Figure 1. Where the registers sit.
Other sequential cells in the stronger gray, the rest of the logic in the fainter gray.
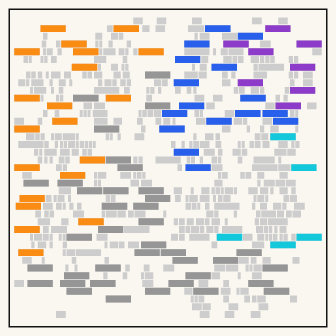
Figure 2. Cell outlines without signal wires.
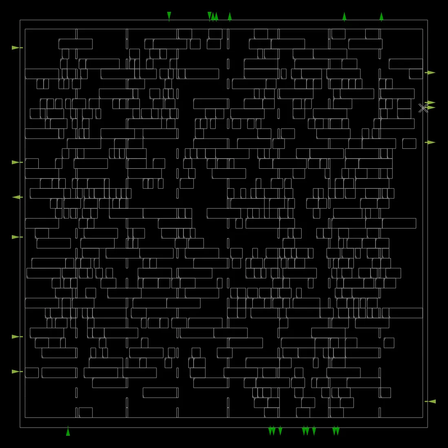
Figure 3. M3 wires.
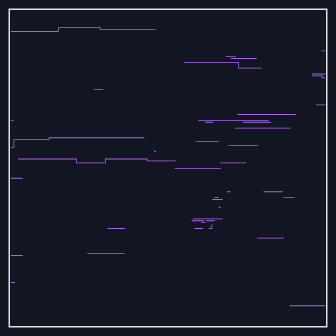
Figure 4. Wires at chosen ports, followed through buffers.
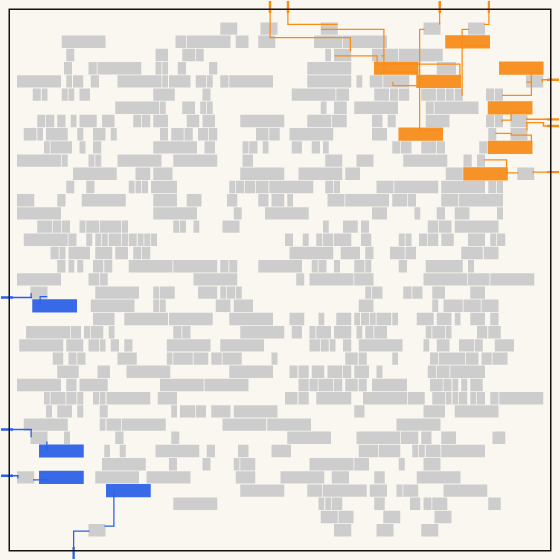
[config.mk]
export PLATFORM = sky130hd
export DESIGN_NAME = trng_postproc
export DESIGN_NICKNAME = d
export VERILOG_FILES = /design/src/rtl/trng_pkg.sv /design/src/rtl/trng_vn_channel.sv /design/src/rtl/trng_postproc.sv
export SDC_FILE = /design/constraint.sdc
export NUM_CORES = 1
export LEC_CHECK = 0
export CORE_UTILIZATION = 40
export DETAILED_ROUTE_END_ITERATION = 10
export PLACE_DENSITY_LB_ADDON = 0.05
export SLEW_MARGIN = 10
export SYNTH_ARGS = -nofsm -noshare
export SYNTH_HDL_FRONTEND = slang
export SYNTH_SLANG_ARGS = --single-unit
[constraint.sdc]
create_clock -name i_clk -period 4.5 [get_ports i_clk]
set_input_delay 0.9 -clock i_clk [delete_from_list [all_inputs] [get_ports i_clk]]
set_output_delay 0.9 -clock i_clk [all_outputs]
set_load 0.05 [all_outputs]
[src/rtl/trng_pkg.sv]
// Shared sizing helpers for the TRNG post-processor.
// Latency: none (constants and pure functions only).
// Backpressure: n/a.
package trng_pkg;

  // Accumulator capacity: two output words, so a full word can wait while another fills.
  function automatic int acc_cap(input int word_w);
    return 2 * word_w;
  endfunction

  // Width of the accumulator fill level (0..ACC_CAP inclusive).
  function automatic int fill_w(input int word_w);
    return $clog2(2 * word_w + 1);
  endfunction

  // Width of a repetition counter able to hold REP_LIMIT.
  function automatic int rep_w(input int rep_limit);
    return $clog2(rep_limit + 1);
  endfunction

  // Number of set bits, used as the size of one cycle's batch of extracted bits.
  function automatic logic [3:0] popcount(input logic [7:0] v);
    logic [3:0] n;
    n = '0;
    for (int i = 0; i < 8; i++) begin
      n = n + 4'(v[i]);
    end
    return n;
  endfunction

endpackage

[src/rtl/trng_vn_channel.sv]
// One entropy channel: 2-FF synchroniser, von Neumann pair extractor, repetition-count health test.
// Latency: emit_bit/emit_vld registered, valid 1 cycle after the sampling edge; sync adds 2 cycles before that.
// Backpressure: none; the parent decides whether an emitted bit is kept or dropped.
// Ports: i_clk/i_rst_n clock and async active-low reset; en clears state when low; smp sample event;
//        raw async entropy bit; emit_bit/emit_vld extracted bit; rep_hit repetition limit reached.
module trng_vn_channel #(
  parameter int REP_LIMIT = 16,
  parameter int REP_W     = 5
) (
  input  logic i_clk,
  input  logic i_rst_n,
  input  logic en,
  input  logic smp,
  input  logic raw,
  output logic emit_bit,
  output logic emit_vld,
  output logic rep_hit
);

  logic             sync_1, sync_2;
  logic             phase;
  logic             first_smp;
  logic             last_smp;
  logic [REP_W-1:0] rep_cnt;

  always_ff @(posedge i_clk or negedge i_rst_n) begin
    if (!i_rst_n) begin
      sync_1 <= 1'b0;
      sync_2 <= 1'b0;
    end else begin
      sync_1 <= raw;
      sync_2 <= sync_1;
    end
  end

  always_ff @(posedge i_clk or negedge i_rst_n) begin
    if (!i_rst_n) begin
      phase     <= 1'b0;
      first_smp <= 1'b0;
      last_smp  <= 1'b0;
      rep_cnt   <= '0;
      emit_bit  <= 1'b0;
      emit_vld  <= 1'b0;
    end else if (!en) begin
      phase    <= 1'b0;
      rep_cnt  <= '0;
      emit_vld <= 1'b0;
    end else begin
      emit_vld <= 1'b0;
      if (smp) begin
        if (!phase) begin
          first_smp <= sync_2;
          phase     <= 1'b1;
        end else begin
          phase <= 1'b0;
          // 10 emits 1 and 01 emits 0: the emitted bit is the first sample of the pair.
          if (first_smp != sync_2) begin
            emit_vld <= 1'b1;
            emit_bit <= first_smp;
          end
        end
        // A zero count means no sample seen since clear; the first sample starts a run of 1.
        if (rep_cnt == '0 || sync_2 != last_smp) begin
          rep_cnt <= REP_W'(1);
        end else if (rep_cnt != REP_W'(REP_LIMIT)) begin
          rep_cnt <= rep_cnt + REP_W'(1);
        end
        last_smp <= sync_2;
      end
    end
  end

  assign rep_hit = (rep_cnt == REP_W'(REP_LIMIT));

endmodule

[src/rtl/trng_postproc.sv]
// Multi-channel TRNG post-processor: per-channel von Neumann extraction, bit packing into words.
// Latency: strobe completing a word -> o_valid after 2 cycles.
// Backpressure: valid/ready; word held while stalled, whole batches dropped when the 2-word accumulator would overflow.
// Ports: i_clk, i_rst_n; i_en (low clears datapath); i_sample_stb; i_raw[NUM_CH]; o_word/o_valid/i_ready;
//        o_health_fail sticky repetition failure; o_drop_cnt saturating count of dropped batches.
module trng_postproc
  import trng_pkg::*;
#(
  parameter int NUM_CH    = 4,
  parameter int WORD_W    = 8,
  parameter int REP_LIMIT = 16,
  parameter int DROP_W    = 8
) (
  input  logic              i_clk,
  input  logic              i_rst_n,
  input  logic              i_en,
  input  logic              i_sample_stb,
  input  logic [NUM_CH-1:0] i_raw,
  output logic [WORD_W-1:0] o_word,
  output logic              o_valid,
  input  logic              i_ready,
  output logic              o_health_fail,
  output logic [DROP_W-1:0] o_drop_cnt
);

  localparam int ACC_CAP = acc_cap(WORD_W);
  localparam int FILL_W  = fill_w(WORD_W);
  localparam int REP_W   = rep_w(REP_LIMIT);
  localparam int SUM_W   = FILL_W + 1;

  logic                smp;
  logic [NUM_CH-1:0]   emit_bit, emit_vld, rep_hit;
  logic [ACC_CAP-1:0]  batch_ext;
  logic [3:0]          batch_k;
  logic [ACC_CAP-1:0]  acc;
  logic [FILL_W-1:0]   fill;
  logic [SUM_W-1:0]    sum;
  logic                drop;
  logic [FILL_W-1:0]   fill_eff;
  logic [ACC_CAP-1:0]  merged;
  logic                reg_free;
  logic                do_load;
  logic                active;

  assign smp = i_sample_stb & i_en & ~o_health_fail;

  for (genvar g = 0; g < NUM_CH; g++) begin : g_ch
    trng_vn_channel #(
      .REP_LIMIT (REP_LIMIT),
      .REP_W     (REP_W)
    ) u_ch (
      .i_clk    (i_clk),
      .i_rst_n  (i_rst_n),
      .en       (i_en),
      .smp      (smp),
      .raw      (i_raw[g]),
      .emit_bit (emit_bit[g]),
      .emit_vld (emit_vld[g]),
      .rep_hit  (rep_hit[g])
    );
  end

  // Compact the valid bits, lowest channel ending at bit 0: walk channels high to low, shifting in.
  always_comb begin
    batch_ext = '0;
    for (int i = NUM_CH - 1; i >= 0; i--) begin
      if (emit_vld[i]) begin
        batch_ext = {batch_ext[ACC_CAP-2:0], emit_bit[i]};
      end
    end
  end

  assign batch_k  = popcount(8'(emit_vld));
  assign sum      = {1'b0, fill} + SUM_W'(batch_k);
  // Normal datapath operation: enabled, not failed and not failing on this edge.
  assign active   = i_en & ~o_health_fail & ~(|rep_hit);
  assign drop     = sum > SUM_W'(ACC_CAP);
  assign fill_eff = drop ? fill : sum[FILL_W-1:0];
  assign merged   = drop ? acc : (acc | (batch_ext << fill));
  assign reg_free = ~o_valid | i_ready;
  // A stalled full word may load as soon as the register frees, even on a cycle with no new batch.
  assign do_load  = reg_free & (fill_eff >= FILL_W'(WORD_W));

  always_ff @(posedge i_clk or negedge i_rst_n) begin
    if (!i_rst_n) begin
      acc           <= '0;
      fill          <= '0;
      o_word        <= '0;
      o_valid       <= 1'b0;
      o_health_fail <= 1'b0;
      o_drop_cnt    <= '0;
    end else begin
      if (active && drop && o_drop_cnt != '1) begin
        o_drop_cnt <= o_drop_cnt + DROP_W'(1);
      end

      if (!i_en) begin
        acc           <= '0;
        fill          <= '0;
        o_valid       <= 1'b0;
        o_health_fail <= 1'b0;
      end else if (!o_health_fail) begin
        if (|rep_hit) begin
          // Failure takes priority over any load or append on this edge.
          o_health_fail <= 1'b1;
          o_valid       <= 1'b0;
          acc           <= '0;
          fill          <= '0;
        end else if (do_load) begin
          o_word  <= merged[WORD_W-1:0];
          o_valid <= 1'b1;
          acc     <= merged >> WORD_W;
          fill    <= fill_eff - FILL_W'(WORD_W);
        end else begin
          acc  <= merged;
          fill <= fill_eff;
          if (i_ready) begin
            o_valid <= 1'b0;
          end
        end
      end
    end
  end

endmodule

==> run summary <==
Implementation run completed; key figures follow.

Run status:
- The flow ran to the end, but the final reports show violations.
- The final reports fail on DRC.

Setup path:
- STA puts the critical path data arrival time at 4440 ps.
- The worst setup path is launched from a flip-flop.
- The largest individual stage delay along the critical path comes from the cell sky130_fd_sc_hd__dfrtp_1.
- The timing report shows the most common cell along the critical path to be sky130_fd_sc_hd__fa_1.
- Walking the worst path, the cells encountered are fa_1, fa_1, inv_1, fa_1, nor2b_2, o2111ai_1, a21oi_1, o32a_1, a31oi_4, nand2b_4, mux2_1.

Final layout:
- Per the cell usage report, the commonest logic cells after layout are sky130_fd_sc_hd__dfrtp_1, sky130_fd_sc_hd__nand2_1, sky130_fd_sc_hd__nor2_1, sky130_fd_sc_hd__o21ai_0, sky130_fd_sc_hd__a21oi_1.
- The run puts the footprint of the multi-input gates at 2402 sq um.
- The flow measured a signed area growth from synthesis to layout of 13.57%.
- Among logic cells in the layout, the one with the most instances is sky130_fd_sc_hd__dfrtp_1.
- The run puts the antenna cell count at 0.
- The run gives the final net count as 534.
- The run gives the number of non-filler instances in the completed layout as 659.

Drt:
- The routed design uses 4.957 mm of met2 wire.
- The detailed router used layers up to and including met4.
- The run puts the amount of wire on met3 after detailed routing at 427 um.
- The run gives the total iterations of the first detailed-routing run as 7.
- The run gives the via density per instance as 5.596.
- The run gives the total DRC errors in the routed layout as 2.
- The detail route stage leaves a number of antenna-violating nets equal to 0.
- After detailed routing, the total wire length is 10.47 mm.

Power and ir drop:
- The script computed the net switching share of total power as 0.3412.
- The design draws 2.299 mW.
- The run gives the sequential group share of total power as 0.418.
- The run puts the worst supply voltage drop on vdd at 0.2949 mV.
- The run puts the areal power density over the cells at 423.9 nW/um^2.
- The run gives the total leakage power as 2.309 nW.
- The run gives the fraction of power consumed by the clock network as 0.311.

Floorplanning:
- The initial utilization of the core area, before any placement, comes to 0.4147.
- The run gives the total die size as 12380 sq um.
- The run puts the horizontal die dimension at 111.3 um.
- The run puts the number of primary I/O pins at 27.

Global route:
- The run puts the global-route wire length before repair at 17.95 mm.
- The run gives the leftover overflow at the end of global routing as 0.
- The initial antenna violation count is 0.
- For met2 alone, demand over resource in global routing was 0.2946.
- The run gives the via count of the first global-routing pass as 3612.
- The run puts the total global routing track utilization at 0.1829.
- The run gives the largest net degree at the start of global routing as 62.

Final timing:
- Setup repair after global routing left no endpoint under its margin.
- The smallest clock period supported by the final layout is computed as 4206 ps.
- The run gives the number of slew-limit violations in the final report as 0.
- Post-route period utilization is reported as 0.9348.
- The run puts the highest attainable clock frequency at 0.2377 GHz.
- The run puts the final-layout setup total negative slack at 0 ps.
- The run puts the number of hold violations in the final report at 0.
- The run puts the worst hold slack at 347.8 ps.

Synth:
- The run gives the main kind of combinational logic by area as AND-OR/OR-AND gates.
- The run gives the library cell with the highest instance count after synthesis as sky130_fd_sc_hd__dfrtp_1.
- The run puts the share of the synthesized area in the top cell type at 0.4559.
- By area the synthesized netlist is led by sky130_fd_sc_hd__dfrtp_1, sky130_fd_sc_hd__nand2_1, sky130_fd_sc_hd__ha_1.
- The number of nets in the synthesized netlist is 513.
- The run gives the mux contribution to synthesized area as 0.04506.
- The run gives the post-synthesis chip area from yosys as 4776 sq um.
- Per the synthesis report, the number of distinct cell types is 70.
- The run gives the count of warnings emitted by yosys as 0.
- Among all flip-flop cells after synthesis, the most frequent one is sky130_fd_sc_hd__dfrtp_1.
- Once synthesis finished, the tally of register bits stood at 87.
- The synthesized design contains 0 enable-type register cells.
- The run puts the simple-gate portion of the synthesized area at 0.1782.
- The run puts the post-synthesis adder-cell area fraction at 0.04139.
- The run gives the total standard cell area after synthesis as 4776 sq um.
- Of the total synthesized cell area, the portion taken by AND-OR and OR-AND cells is 0.2017.
- The commonest cells after synthesis are sky130_fd_sc_hd__dfrtp_1, sky130_fd_sc_hd__nand2_1, sky130_fd_sc_hd__nor2_1.
- Per the Yosys statistics, synthesis produced 490 cells.
- The run gives the sequential area share after synthesis as 0.4559.
- The run gives the parity-gate share of the synthesized area counting xor and xnor cells as 0.03668.
- The run gives the post-synthesis area per instance as 9.747 sq um.
- For this run, asynchronously set or reset flops after synthesis account for 1.000.

CTS:
- The run gives the H-tree depth reported by CTS as 3.
- After clock tree synthesis, the flow added hold-fix buffers numbering 0.
- The run gives the cell chosen for the clock root as sky130_fd_sc_hd__clkbuf_16.
- The run gives the number of buffers created by CTS as 9.
- The run gives the TritonCTS sink count as 87.
- TritonCTS built the clock tree.
- The run puts the number of cells upsized or downsized after cts at 0.

Place:
- The run gives the detailed placer's ending HPWL as 7.248 mm.
- The run puts the post-place instance area at 5140 sq um.
- The run gives the number of placed cells counting well taps as 643.
- The run gives the count of port buffers added during placement as 26.
- OpenSTA, run right after detailed placement, puts the worst setup slack at 333.4 ps.
- The run puts the global placement routability congestion at 0.8653.

Worst hold path:
- The run gives the path type of the worst min-delay path as reg2reg.

Flow run:
- The run puts the OpenROAD warning count at 30.
- In this run the maximum-capacitance check reported violations numbering 0.
About Figure 1:
[g_ch.u_ch.rep_cnt] orange | placed flops: 20
[acc] blue | placed flops: 16
[o_word] purple | placed flops: 8 | where: top right
[fill] cyan | placed flops: 5
not colored: 38
FF/Latch Area: 2177 sq um
Seq group: 961 uW
Core Util, Final: 0.4710
register share of the cell area: 0.4014

About Figure 2:
number of rows in the core area: 39
number of fill cells: 1090
core box area: 11520 sq um
sequential cell count: 87

About Figure 3:
main direction: horizontal
share of all routed wire: 4.1%
wire length on this layer: 427 um
longest straight run: 33.4 um
nets with wire on the layer: 31

About Figure 4:
[i_raw] blue | bits: 4 | direction: input | end cells: 4 | buffers: 4 | wire: 34.8 um
[o_word] orange | bits: 8 | direction: output | end cells: 8 | buffers: 8 | wire: 213 um

-- path summary, 6_finish.rpt --
kind	start	endpoint	slack [ps]	depth (start not counted)
worst max register to register	fill[0]	o_word[2]	290	11
worst max-delay path	fill[0]	o_word[2]	290	11
worst min register to register	g_ch[2].u_ch.sync_1	g_ch[2].u_ch.sync_2	350	0
min in group asynchronous	i_rst_n	o_drop_cnt[6]	620	1
worst min-delay path	g_ch[2].u_ch.sync_1	g_ch[2].u_ch.sync_2	350	0
max in group asynchronous	i_rst_n	acc[3]	3040	2
-- area by class of cell --
cell class	instances	share of cell area
multi-input combinational	360	0.4429
clock inverter	5	0.005767
clock buffer	11	0.04660
timing repair buffer	32	0.05582
sequential	87	0.4014
tap	143	0.03299
inverter	21	0.01453
-- flip-flops by register name, indices dropped and copies added, names as in the netlist --
register / cells
g_ch.u_ch.first_smp: 4
o_word: 8
g_ch.u_ch.sync_2: 4
g_ch.u_ch.phase: 4
o_health_fail: 1
fill: 5
g_ch.u_ch.emit_vld: 4
o_valid: 1
g_ch.u_ch.sync_1: 4
o_drop_cnt: 8
g_ch.u_ch.emit_bit: 4
acc: 16
g_ch.u_ch.last_smp: 4
g_ch.u_ch.rep_cnt: 20
-- worst max-delay path: cells and delay by family (launching register included) --
| kind | cells | cell delay, ps |
|---|---|---|
| simple gates | 2 | 500 |
| mux | 1 | 340 |
| compound gates | 4 | 1170 |
| flops | 1 | 600 |
| fa+ha+maj | 3 | 1380 |
| buf+inv | 1 | 90 |
-- power groups by stage --
stage                     clock, mW  sequential, mW  combinational (mW)
after global routing          0.773           0.977               0.683
after floorplan                   0            1.02               0.420
final                         0.715           0.961               0.624
after detailed placement          0           0.976               0.625
after global placement            0           0.974               0.615
after CTS                     0.745           0.961               0.628
Power is estimated from default activity; no workload was simulated.
